### Cells by drive strength, run 1

Scale bar: 20 um.
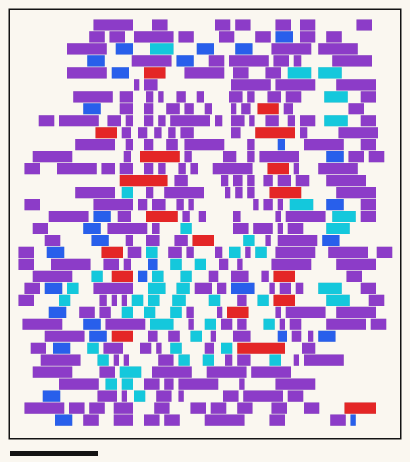
### Register map, names as in the netlist, run 1

Scale bar: 20 um. Other sequential cells in the stronger gray, the rest of the logic in the fainter gray.
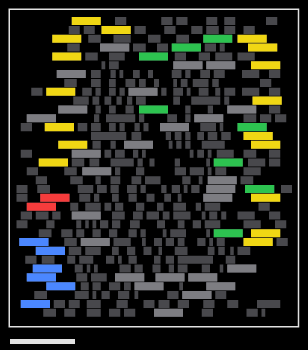
### A small window of the routed layout, run 1

Window x 51 to 81, y 9 to 39 um. Cells in gray, sequential cells in the stronger gray; small squares are vias.
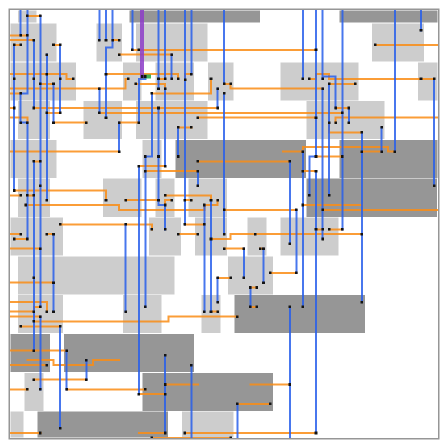
<file path="config.mk">
export PLATFORM = sky130hd
export DESIGN_NAME = b_bus_port_ctrl_flat
export DESIGN_NICKNAME = d
export VERILOG_FILES = /design/src/rtl/b_bus_port_ctrl_if.sv /design/src/rtl/b_bus_port_ctrl.sv /design/src/flat_wrapper.sv
export SDC_FILE = /design/constraint.sdc
export NUM_CORES = 1
export LEC_CHECK = 0
export CAP_MARGIN = 5
export CELL_PAD_IN_SITES_DETAIL_PLACEMENT = 1
export CELL_PAD_IN_SITES_GLOBAL_PLACEMENT = 1
export CORE_ASPECT_RATIO = 1.1
export CORE_MARGIN = 1
export CORE_UTILIZATION = 35
export CTS_CLUSTER_DIAMETER = 200
export CTS_CLUSTER_SIZE = 14
export DETAILED_ROUTE_END_ITERATION = 8
export HOLD_SLACK_MARGIN = 0.1
export PLACE_DENSITY = 0.7
export SLEW_MARGIN = 20
export SYNTH_ARGS = -nofsm -noshare
export SYNTH_HDL_FRONTEND = slang
export SYNTH_SLANG_ARGS = --single-unit
</file>
<file path="constraint.sdc">
create_clock -name clk -period 2.4 [get_ports clk]
set_input_delay 0.48 -clock clk [delete_from_list [all_inputs] [get_ports clk]]
set_output_delay 0.48 -clock clk [all_outputs]
set_load 0.02 [all_outputs]
</file>
<file path="src/rtl/b_bus_port_ctrl_if.sv">
// B-bus port interface: CPU-side access strobe and bus fields going in,
// decoded PPU/APU/WRAM strobes and the read-target selector coming out.
interface b_bus_port_ctrl_if #(
    parameter int WRAM_AW   = 17,
    parameter int APU_PORTS = 4
);
    localparam int APW = (APU_PORTS > 1) ? $clog2(APU_PORTS) : 1;

    logic               acc_en;
    logic [7:0]         b_addr;
    logic               b_write;
    logic               b_read;
    logic [7:0]         b_wdata;

    logic [1:0]         read_target;
    logic [5:0]         ppu_sel;
    logic               ppu_we;
    logic               ppu_re;
    logic [APW-1:0]     apu_port;
    logic               apu_we;
    logic               apu_re;
    logic [WRAM_AW-1:0] wram_addr;
    logic               wram_we;
    logic               wram_re;
    logic [7:0]         wram_wdata;
    logic               slhv_pulse;

    modport master (
        output acc_en, b_addr, b_write, b_read, b_wdata,
        input  read_target, ppu_sel, ppu_we, ppu_re, apu_port, apu_we, apu_re,
               wram_addr, wram_we, wram_re, wram_wdata, slhv_pulse
    );

    modport slave (
        input  acc_en, b_addr, b_write, b_read, b_wdata,
        output read_target, ppu_sel, ppu_we, ppu_re, apu_port, apu_we, apu_re,
               wram_addr, wram_we, wram_re, wram_wdata, slhv_pulse
    );
endinterface

</file>
<file path="src/rtl/b_bus_port_ctrl.sv">
// B-bus address decoder: steers each strobed access to the PPU register file,
// the APU I/O ports, the counter-latch strobe or the auto-incrementing WRAM
// data port. All outputs are registered, one cycle after the acc_en strobe.
module b_bus_port_ctrl #(
    parameter int         WRAM_AW   = 17,
    parameter int         APU_PORTS = 4,
    parameter logic [7:0] APU_BASE  = 8'h40
) (
    input logic              clk,
    input logic              reset,
    b_bus_port_ctrl_if.slave bus
);
    localparam int APW = (APU_PORTS > 1) ? $clog2(APU_PORTS) : 1;

    localparam logic [1:0] RT_CART = 2'd0;
    localparam logic [1:0] RT_PPU  = 2'd1;
    localparam logic [1:0] RT_APU  = 2'd2;
    localparam logic [1:0] RT_WRAM = 2'd3;

    logic [WRAM_AW-1:0] waddr_q, waddr_d;
    logic [1:0]         read_target_q, read_target_d;
    logic [5:0]         ppu_sel_q, ppu_sel_d;
    logic               ppu_we_q, ppu_we_d;
    logic               ppu_re_q, ppu_re_d;
    logic [APW-1:0]     apu_port_q, apu_port_d;
    logic               apu_we_q, apu_we_d;
    logic               apu_re_q, apu_re_d;
    logic [WRAM_AW-1:0] wram_addr_q, wram_addr_d;
    logic               wram_we_q, wram_we_d;
    logic               wram_re_q, wram_re_d;
    logic [7:0]         wram_wdata_q, wram_wdata_d;
    logic               slhv_q, slhv_d;

    // Write wins when both direction bits are set.
    logic is_wr, is_rd;
    assign is_wr = bus.b_write;
    assign is_rd = bus.b_read & ~bus.b_write;

    // Decode the current access into next-state strobes and held fields.
    always_comb begin
        waddr_d       = waddr_q;
        read_target_d = RT_CART;
        ppu_sel_d     = ppu_sel_q;
        ppu_we_d      = 1'b0;
        ppu_re_d      = 1'b0;
        apu_port_d    = apu_port_q;
        apu_we_d      = 1'b0;
        apu_re_d      = 1'b0;
        wram_addr_d   = wram_addr_q;
        wram_we_d     = 1'b0;
        wram_re_d     = 1'b0;
        wram_wdata_d  = wram_wdata_q;
        slhv_d        = 1'b0;

        if (bus.acc_en) begin
            if (bus.b_addr <= 8'h33) begin
                // Write-only PPU registers.
                if (is_wr) begin
                    ppu_we_d  = 1'b1;
                    ppu_sel_d = bus.b_addr[5:0];
                end
            end else if (bus.b_addr <= 8'h3F) begin
                // Read-only PPU registers; 0x37 is the H/V counter latch,
                // which only produces a pulse and reads back as open bus.
                if (is_rd) begin
                    if (bus.b_addr == 8'h37) begin
                        slhv_d = 1'b1;
                    end else begin
                        ppu_re_d      = 1'b1;
                        ppu_sel_d     = bus.b_addr[5:0];
                        read_target_d = RT_PPU;
                    end
                end
            end else if (bus.b_addr[7:6] == APU_BASE[7:6]) begin
                // The APU ports mirror across the whole 64-byte window.
                if (is_wr || is_rd) begin
                    apu_port_d = bus.b_addr[APW-1:0];
                    apu_we_d   = is_wr;
                    apu_re_d   = is_rd;
                    if (is_rd) read_target_d = RT_APU;
                end
            end else begin
                case (bus.b_addr)
                    8'h80: begin
                        if (is_wr || is_rd) begin
                            wram_addr_d = waddr_q;
                            wram_we_d   = is_wr;
                            wram_re_d   = is_rd;
                            if (is_wr) wram_wdata_d = bus.b_wdata;
                            if (is_rd) read_target_d = RT_WRAM;
                            waddr_d = waddr_q + WRAM_AW'(1);
                        end
                    end
                    8'h81: if (is_wr) waddr_d[7:0]  = bus.b_wdata;
                    8'h82: if (is_wr) waddr_d[15:8] = bus.b_wdata;
                    8'h83: if (is_wr) waddr_d[WRAM_AW-1:16] = bus.b_wdata[WRAM_AW-17:0];
                    default: ;
                endcase
            end
        end
    end

    // Register all decode results; reset clears everything, including waddr.
    always_ff @(posedge clk or posedge reset) begin
        if (reset) begin
            waddr_q       <= '0;
            read_target_q <= RT_CART;
            ppu_sel_q     <= '0;
            ppu_we_q      <= 1'b0;
            ppu_re_q      <= 1'b0;
            apu_port_q    <= '0;
            apu_we_q      <= 1'b0;
            apu_re_q      <= 1'b0;
            wram_addr_q   <= '0;
            wram_we_q     <= 1'b0;
            wram_re_q     <= 1'b0;
            wram_wdata_q  <= '0;
            slhv_q        <= 1'b0;
        end else begin
            waddr_q       <= waddr_d;
            read_target_q <= read_target_d;
            ppu_sel_q     <= ppu_sel_d;
            ppu_we_q      <= ppu_we_d;
            ppu_re_q      <= ppu_re_d;
            apu_port_q    <= apu_port_d;
            apu_we_q      <= apu_we_d;
            apu_re_q      <= apu_re_d;
            wram_addr_q   <= wram_addr_d;
            wram_we_q     <= wram_we_d;
            wram_re_q     <= wram_re_d;
            wram_wdata_q  <= wram_wdata_d;
            slhv_q        <= slhv_d;
        end
    end

    assign bus.read_target = read_target_q;
    assign bus.ppu_sel     = ppu_sel_q;
    assign bus.ppu_we      = ppu_we_q;
    assign bus.ppu_re      = ppu_re_q;
    assign bus.apu_port    = apu_port_q;
    assign bus.apu_we      = apu_we_q;
    assign bus.apu_re      = apu_re_q;
    assign bus.wram_addr   = wram_addr_q;
    assign bus.wram_we     = wram_we_q;
    assign bus.wram_re     = wram_re_q;
    assign bus.wram_wdata  = wram_wdata_q;
    assign bus.slhv_pulse  = slhv_q;
endmodule

</file>
<file path="src/flat_wrapper.sv">
// flat-port wrapper written by rule: the top's interface ports become plain ports
module b_bus_port_ctrl_flat 
#(
    parameter int         WRAM_AW   = 17,
    parameter int         APU_PORTS = 4,
    parameter logic [7:0] APU_BASE  = 8'h40
)
  (clk, reset, bus_acc_en, bus_b_addr, bus_b_write, bus_b_read, bus_b_wdata, bus_read_target, bus_ppu_sel, bus_ppu_we, bus_ppu_re, bus_apu_port, bus_apu_we, bus_apu_re, bus_wram_addr, bus_wram_we, bus_wram_re, bus_wram_wdata, bus_slhv_pulse);
  b_bus_port_ctrl_if #(.WRAM_AW(WRAM_AW), .APU_PORTS(APU_PORTS)) bus_i ();
  input logic clk;
  input logic reset;
  input wire logic [$bits(bus_i.acc_en)-1:0] bus_acc_en;
  input wire logic [$bits(bus_i.b_addr)-1:0] bus_b_addr;
  input wire logic [$bits(bus_i.b_write)-1:0] bus_b_write;
  input wire logic [$bits(bus_i.b_read)-1:0] bus_b_read;
  input wire logic [$bits(bus_i.b_wdata)-1:0] bus_b_wdata;
  output wire logic [$bits(bus_i.read_target)-1:0] bus_read_target;
  output wire logic [$bits(bus_i.ppu_sel)-1:0] bus_ppu_sel;
  output wire logic [$bits(bus_i.ppu_we)-1:0] bus_ppu_we;
  output wire logic [$bits(bus_i.ppu_re)-1:0] bus_ppu_re;
  output wire logic [$bits(bus_i.apu_port)-1:0] bus_apu_port;
  output wire logic [$bits(bus_i.apu_we)-1:0] bus_apu_we;
  output wire logic [$bits(bus_i.apu_re)-1:0] bus_apu_re;
  output wire logic [$bits(bus_i.wram_addr)-1:0] bus_wram_addr;
  output wire logic [$bits(bus_i.wram_we)-1:0] bus_wram_we;
  output wire logic [$bits(bus_i.wram_re)-1:0] bus_wram_re;
  output wire logic [$bits(bus_i.wram_wdata)-1:0] bus_wram_wdata;
  output wire logic [$bits(bus_i.slhv_pulse)-1:0] bus_slhv_pulse;
  assign bus_i.acc_en = bus_acc_en;
  assign bus_i.b_addr = bus_b_addr;
  assign bus_i.b_write = bus_b_write;
  assign bus_i.b_read = bus_b_read;
  assign bus_i.b_wdata = bus_b_wdata;
  assign bus_read_target = bus_i.read_target;
  assign bus_ppu_sel = bus_i.ppu_sel;
  assign bus_ppu_we = bus_i.ppu_we;
  assign bus_ppu_re = bus_i.ppu_re;
  assign bus_apu_port = bus_i.apu_port;
  assign bus_apu_we = bus_i.apu_we;
  assign bus_apu_re = bus_i.apu_re;
  assign bus_wram_addr = bus_i.wram_addr;
  assign bus_wram_we = bus_i.wram_we;
  assign bus_wram_re = bus_i.wram_re;
  assign bus_wram_wdata = bus_i.wram_wdata;
  assign bus_slhv_pulse = bus_i.slhv_pulse;
  b_bus_port_ctrl #(.WRAM_AW(WRAM_AW), .APU_PORTS(APU_PORTS), .APU_BASE(APU_BASE)) u_core (.clk(clk), .reset(reset), .bus(bus_i));
endmodule
</file>
==> impl_metrics.toml, run 1 <==
# yosys + openroad results
[detailed_routing]
detail_route.first_pass.iterations = 6
ant_nets = 0
drtIter0Drc = 115

[floorplan]
rows = 34
io_pins = 63
num_tap_cells = 108
core_um2 = 7955
total_die_area_um2 = 8614
die_height_um = 97.25

[place]
io_buffers = 62
placedCellCount = 441
gp_congestion = 0.8477

[setup_path]
timing.setup.critical_path_class = "in2reg"
worst-path-max-fanout = 8
timing.rr.end = "u_core.waddr_q[16]"
endpoint = "u_core.bus.wram_addr[5]"
crit_path_max_incr_delay_ns = 0.48

[layout]
area.sequential_um2 = 1476
area_share_clock_buf_inv_pct = 5.477
drive_gt1_share_pct = 27.07
nNonClkInverters = 5
final.clkbuf_count = 12
logic_gates = 172
dominant_cells = "sequential cells"
area_growth_pct = 44.04
area.share.combinational_pct = 31.72
non_clock_buffer_area_share_pct = 23.59

[yosys]
synth.cell_area_um2 = 2887
yosys.cell_types.count = 42
netlist.top_cell.by_instances = "dfrtp_1"
synthTopCellsByArea = "dfrtp_1, mux2_2, mux2_4"
ys_cells = 253
syn-instance-count = 253

[min_path]
min_delay_path_depth = 3

[power_and_ir_drop]
powerClk_mw = 1.04
pwr.group.sequential_mw = 1.06
power_switching_uw = 575.2
switching_share_pct = 23.79

[clock_tree]
clk_pin_slew_ns = 0.07
ctsResizeCount = 2

[grt]
vias_in_the_first_global_route = 2649
grt_use_total_pct = 20.81
grt_start_max_net_pins = 60
antenna_violations_before_repair = 0
grt_pass1_wl_mm = 13.53

[run]
max_cap_violations = 0

[sta]
final.period_utilization_pct = 95.24
achievable-frequency_mhz = 437.5

[outcome]
outcome = "finished clean"
-- 'Cells by drive strength' (at the start) --
[purple] x1 and smaller | cells: 256 | share: 73%
[blue] x2 | cells: 29 | share: 8.3%
[cyan] x3 and x4 | cells: 48 | share: 14%
[red] x6 and larger | cells: 18 | share: 5.1%

-- 'Register map, names as in the netlist' (at the start) --
[red] `u_core.bus.apu_port` | sequential cells: 2
[blue] `u_core.bus.ppu_sel` | sequential cells: 6 | where: bottom left
[green] `u_core.bus.wram_wdata` | sequential cells: 8
[yellow] `u_core.bus.wram_addr` | sequential cells: 17
not colored: 26

-- 'A small window of the routed layout' (at the start) --
[orange] M1
[purple] M4
[green] M3
[blue] M2
netlist names of flops here include: `u_core.bus.wram_addr` (2)
cells with their middle in the window: 38
most frequent: dfrtp_1 (7)
sequential cells in the window: 7

## run 1: critical path, delay by kind of cell
family                 cells  cell delay [ns]
and+or+nand+nor            3             1.08
buffers and inverters      2             0.66
muxes                      1             0.29
## run 1: sequential cells by signal, summed over array words and instances, names as in the netlist, 2 cells and up
| register | count |
|---|---|
| u_core.bus.apu_port | 2 |
| u_core.bus.wram_addr | 17 |
| u_core.waddr_q | 17 |
| u_core.bus.wram_wdata | 8 |
| u_core.bus.read_target | 2 |
| u_core.bus.ppu_sel | 6 |
## run 1: per-layer routing
layer | routed length, um | GRT usage (%) | up-vias
met2 | 4129 | 33.85 | 60
met3 | 298 | 3.483 | 9
met4 | 129 | 8.189 | 0
met5 | 0 | 0 | -
li1 | - | - | 1141
met1 | 3691 | 27.25 | 1265
## run 1: cell families (layout without fill, tap and decap cells)
family,Yosys count,in the layout,share of synthesized area [%]
multiplexers,38,38,15.91
flip-flops,59,59,51.15
buffers and inverters,22,120,3.597
adder cells (fa/ha/maj),1,1,0.4334
AND-OR/OR-AND,54,54,13.35
AND/OR/NAND/NOR,79,79,15.56
## run 1: worst min-delay path by stage
stage	slack, ns	from	to
2_1_floorplan	0.49	u_core.waddr_q[14]	u_core.waddr_q[14]
3_3_place_gp	0.49	u_core.bus.ppu_sel[2]	u_core.bus.ppu_sel[2]
3_5_place_dp	0.49	u_core.bus.wram_addr[8]	u_core.bus.wram_addr[8]
4_1_cts	0.51	reset	u_core.bus.wram_wdata[7]
5_1_grt	0.49	bus_b_addr[7]	u_core.bus.read_target[1]
6_report	0.48	bus_b_addr[7]	u_core.bus.read_target[1]
### Clock nets, run 1

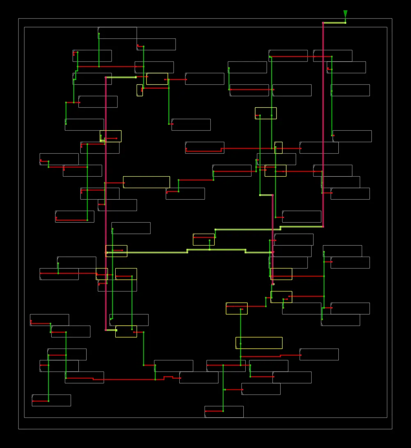

## Run 2: what changed since run 1
Settings changed: CAP_MARGIN 5 to not set, PLACE_DENSITY 0.7 to 0.73.
Clock period 2.4 ns to 1.9 ns, I/O delays scaled along.
### Clock nets, run 2

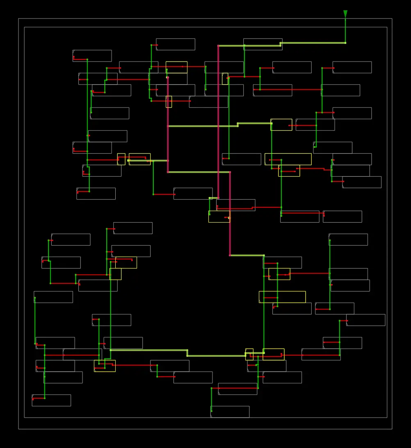
final clock skew: 0.009769 ns
Num CTS Buffers: 9
clock sink total: 59
source-to-sink clock delay at the later pin of the worst-skew pair: 0.35 ns
layout clock buffer count: 11

==> run 2 against run 1 <==
  * The flow now finishes with violations (negative setup slack)
  * Synthesized area is the same
  * Global-route usage grew 1.6 points
  * Clock-buffer cell count decreased by 1
  * Synthesized cell count unchanged
  * Critical endpoint is now u_core.bus.wram_addr[7]
  * Combinational power increased by 34%
  * Highest routed layer unchanged
  * Critical path type unchanged
  * Critical path depth fell by 1
  * Worst setup slack worse by 0.12 ns
==> impl_metrics.toml, run 2 <==
# yosys + openroad results
[outcome]
outcome = "complete, but fails checks"
failed_checks = "negative setup slack"

[floorplan]
total_die_area_um2 = 8614
num_tap_cells = 108
io_pins = 63
core_um2 = 7955
rows = 34

[layout]
area.sequential_um2 = 1476
logic_gates = 175
area_share_clock_buf_inv_pct = 4.850
flop-count = 59
area.share.combinational_pct = 33.34
drive_gt1_share_pct = 36.24
multi_input_comb_area_um2 = 1436
dominant_cells = "sequential cells"
area_growth_pct = 49.24
nNonClkInverters = 5
non_clock_buffer_area_share_pct = 23.96

[clock_tree]
clk_pin_slew_ns = 0.07
cts-root-buf = "clkbuf_8"
ctsResizeCount = 38

[yosys]
postSynth.topFlopCell = "dfrtp_1"
ys_cells = 253
synthTopCellsByArea = "dfrtp_1, mux2_2, mux2_4"
yosys.cell_types.count = 42
netlist.top_cell.by_instances = "dfrtp_1"
syn-instance-count = 253
synth.cell_area_um2 = 2887

[place]
placedCellCount = 454
gp_congestion = 0.8021
io_buffers = 62

[min_path]
min_delay_path_depth = 3
timing.hold.worst.start = "bus_b_addr[7]"
worstHoldEndpoint = "u_core.bus.read_target[1]"

[setup_path]
worstSetupPathDepth = 5
crit_path_max_incr_delay_ns = 0.53
path_buffers = 1
worst_r2r_path_depth = 5
timing.rr.end = "u_core.waddr_q[16]"
endpoint = "u_core.bus.wram_addr[7]"
timing.setup.critical_path_class = "in2reg"
reg2reg_from = "u_core.waddr_q[0]"
kind_of_end_point_of_the_critical_path = "flop"

[grt]
vias_in_the_first_global_route = 2764
antenna_violations_before_repair = 0
grt_use_total_pct = 22.37
grt_start_max_net_pins = 60
grt_pass1_wl_mm = 14.42

[run]
max_cap_violations = 0

[sta]
post_route_worst_setup_slack_ns = -0.001400
achievable-frequency_mhz = 525.9
report.final.setup_viol = 1
final.period_utilization_pct = 100.1

[detailed_routing]
ant_nets = 0
detail_route.first_pass.iterations = 4
drtIter0Drc = 139
## run 2: cell count changes in the layout (fill, tap and decap cells not counted), sizes merged
cell / previous run / this run
dlygate4sd2: 0 / 2
buf: 35 / 54
clkinv: 1 / 2
clkdlybuf4s50: 58 / 51
clkbuf: 14 / 13
or2: 5 / 8
dlymetal6s2s: 4 / 3
## run 2: cell families (layout without fill, tap and decap cells)
group / Yosys count / after routing / synth area share, %
AOI/OAI and AO/OA: 54 / 54 / 13.35
adders and majority gates: 1 / 1 / 0.4334
buffers and inverters: 22 / 133 / 3.597
DFF: 59 / 59 / 51.15
muxes: 38 / 38 / 15.91
and+or+nand+nor: 79 / 82 / 15.56
## run 2: per-layer routing
metal  part of all wire [%]  GRT usage [%]  vias to the layer above  routed length [um]
met5                      0              0                        -                   0
met4                    2.4          9.553                        0                 205
met3                    4.0          6.882                       22                 347
met2                     50          34.73                       63                4344
met1                     44          28.40                     1283                3793
li1                       -              -                     1178                   -
## run 2: tightest hold or removal path: cells and delay by family
family	cells	cell delay [ns]
AND-OR/OR-AND	1	0.06
buffers and inverters	2	0.23
## run 2: through the flow
step	utilization, %	setup slack (ns)	TNS, ns	power [mW]
final	54.15	-0.001400	-0.001400	3.003
after global routing	54.15	0.005292	0	3.129
after CTS	53.63	-0.06423	-0.7839	3.026
after detailed placement	50.42	-0.7636	-33.90	1.784
after global placement	50.42	-0.7265	-31.95	1.772
after floorplan	-	-0.4870	-11.88	1.537
## run 2: where the power goes
group / switching (mW) / internal [mW] / leakage [nW]
clock: 0.502 / 0.734 / 0.103
combinational: 0.202 / 0.222 / 1.02
sequential: 0.0319 / 1.31 / 0.796
total: 0.736 / 2.27 / 1.92
## Run 3: what changed since run 2
Settings changed: CORE_MARGIN 1 to not set.
### Clock nets, run 3

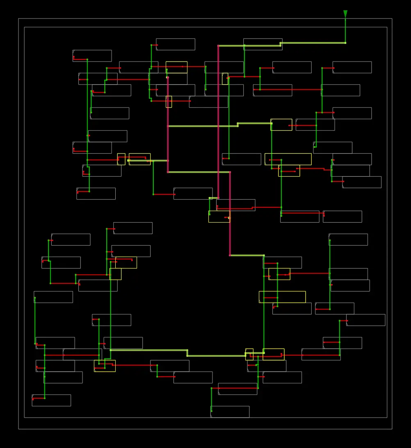
flip-flop and latch count: 59
clock group power: 1.24 mW

==> run 3 against run 2 <==
  * The run still ends with negative setup slack left
  * Via count is the same
  * Clock power is essentially flat
  * Design area is the same
==> impl_metrics.toml, run 3 <==
# yosys + openroad results
[yosys]
netlist.top_cell.by_instances = "dfrtp_1"
yosys.area.top_type = "dfrtp_1"
postSynth.topFlopCell = "dfrtp_1"
synthTopCellsByArea = "dfrtp_1, mux2_2, mux2_4"
synth-area-yosys_um2 = 2887
ys_cells = 253
ys_warn_count = 0
proportion_of_synthesized_chip_area_in_sequential_cells_pct = 51.15
synth.cell_area_um2 = 2887
synth_area_per_cell_um2 = 11.41
synthTopCellsByCount = "dfrtp_1, mux2_2, a21oi_1"
syn-instance-count = 253
yosys.cell_types.count = 42
synth_nets = 275

[grt]
grt_use_total_pct = 22.37
grt_pass1_wl_mm = 14.42
grt_start_max_net_pins = 60
antenna_violations_before_repair = 0
vias_in_the_first_global_route = 2764

[layout]
antennaDiodeCount = 0
final_core_utilization_pct = 54.15
area_growth_pct = 49.24
drive_gt1_share_pct = 36.24

[floorplan]
core_util_floorplan_pct = 36.28
core_um2 = 7955
die_height_um = 97.25
total_die_area_um2 = 8614
rows = 34
io_pins = 63

[detailed_routing]
drt-wirelength-per-cell_um = 18.30
detail_route.first_pass.iterations = 4
ant_nets = 0
drtIter0Drc = 139

[power_and_ir_drop]
clockPowerShare_pct = 41.2
p_leak_nw = 1.919
top_power_group = "registers"
power_report.internal_total_mw = 2.267
seqPwrFrac_pct = 44.7
comb_power_uw = 424
pwr.group.sequential_mw = 1.34
switching_share_pct = 24.50
powerDensity_nw_per_um2 = 697.0
power.share.combinational_pct = 14.1
power_switching_uw = 735.7

[clock_tree]
cts_made_buffers = 9
ctsResizeCount = 38
cts.repair_timing.setup_buffer_count = 1
worst_skew_pair.late_latency_ns = 0.35
cts-root-buf = "clkbuf_8"
cts.sinks = 59
clk_pin_slew_ns = 0.07

[setup_path]
worst-path-max-fanout = 8
timing.critical_path.arrival_ns = 2.14
crit_path_max_incr_delay_ns = 0.53
timing.critical_path.max_delay_family = "simple AND/OR/NAND/NOR gates"
timing.setup.critical_path_class = "in2reg"
worst_ep_required_time_ns = 2.14
path_buffers = 1
kind_of_end_point_of_the_critical_path = "flop"

[sta]
achievable-frequency_mhz = 525.9
fin_setup_tns_ns = -0.001400
fin_worst_skew_ns = 0.009769
post_route_worst_setup_slack_ns = -0.001400
final.period_utilization_pct = 100.1
rsz0062_at_grt = "no"
final_hold_viol_count = 0
report.final.setup_viol = 1

[run]
max_cap_violations = 0

[place]
post-place-ws_ns = -0.7636
io_buffers = 62
gp_congestion = 0.8021

[outcome]
failed_checks = "negative setup slack"
outcome = "complete, but fails checks"
[run 3: cell counts after synthesis]
No cell type changed its count.
[run 3: area by class of cell]
| class | instances | area (um^2) |
|---|---|---|
| Tap cell | 108 | 135.1 |
| Multi-Input combinational cell | 175 | 1436 |
| Inverter | 5 | 18.77 |
| Timing Repair Buffer | 112 | 1032 |
| Sequential cell | 59 | 1476 |
| Clock buffer | 11 | 131.4 |
| Fill cell | 867 | 3647 |
| Clock inverter | 5 | 77.57 |
[run 3: metrics by stage]
step | power (mW) | instances
final | 3.003 | 475
after global routing | 3.129 | 475
after CTS | 3.026 | 473
after detailed placement | 1.784 | 454
after global placement | 1.772 | 454
after floorplan | 1.537 | 253
[run 3: cell families after synthesis]
| kind of cell | count (synthesis) | synth area share, % |
|---|---|---|
| DFF | 59 | 51.15 |
| muxes | 38 | 15.91 |
| adders and majority gates | 1 | 0.4334 |
| buffers and inverters | 22 | 3.597 |
| AOI/OAI and AO/OA | 54 | 13.35 |
| and+or+nand+nor | 79 | 15.56 |
[run 3: worst paths after layout]
check	start	end	slack, ns	depth (start not counted)
setup reg to reg	u_core.waddr_q[0]	u_core.waddr_q[16]	0.15	5
min in group asynchronous	reset	u_core.waddr_q[16]	0.41	3
hold reg to reg	u_core.bus.ppu_sel[2]	u_core.bus.ppu_sel[2]	0.51	1
setup / recovery	bus_b_addr[6]	u_core.bus.wram_addr[7]	-0.001	5
hold / removal	bus_b_addr[7]	u_core.bus.read_target[1]	0.36	3
max in group asynchronous	reset	u_core.waddr_q[8]	1.23	3
[run 3: routing by layer]
metal	track usage, %	wire [um]
met1	28.40	3793
met4	9.553	205
met5	0	0
met2	34.73	4344
met3	6.882	347
[run 3: tightest hold or removal path, stage by stage]
cell and delay, ns:
buf_2 0.10, buf_4 0.13, a211oi_1 0.06
Power figures rest on the tool's default switching activity, not on a simulated workload.
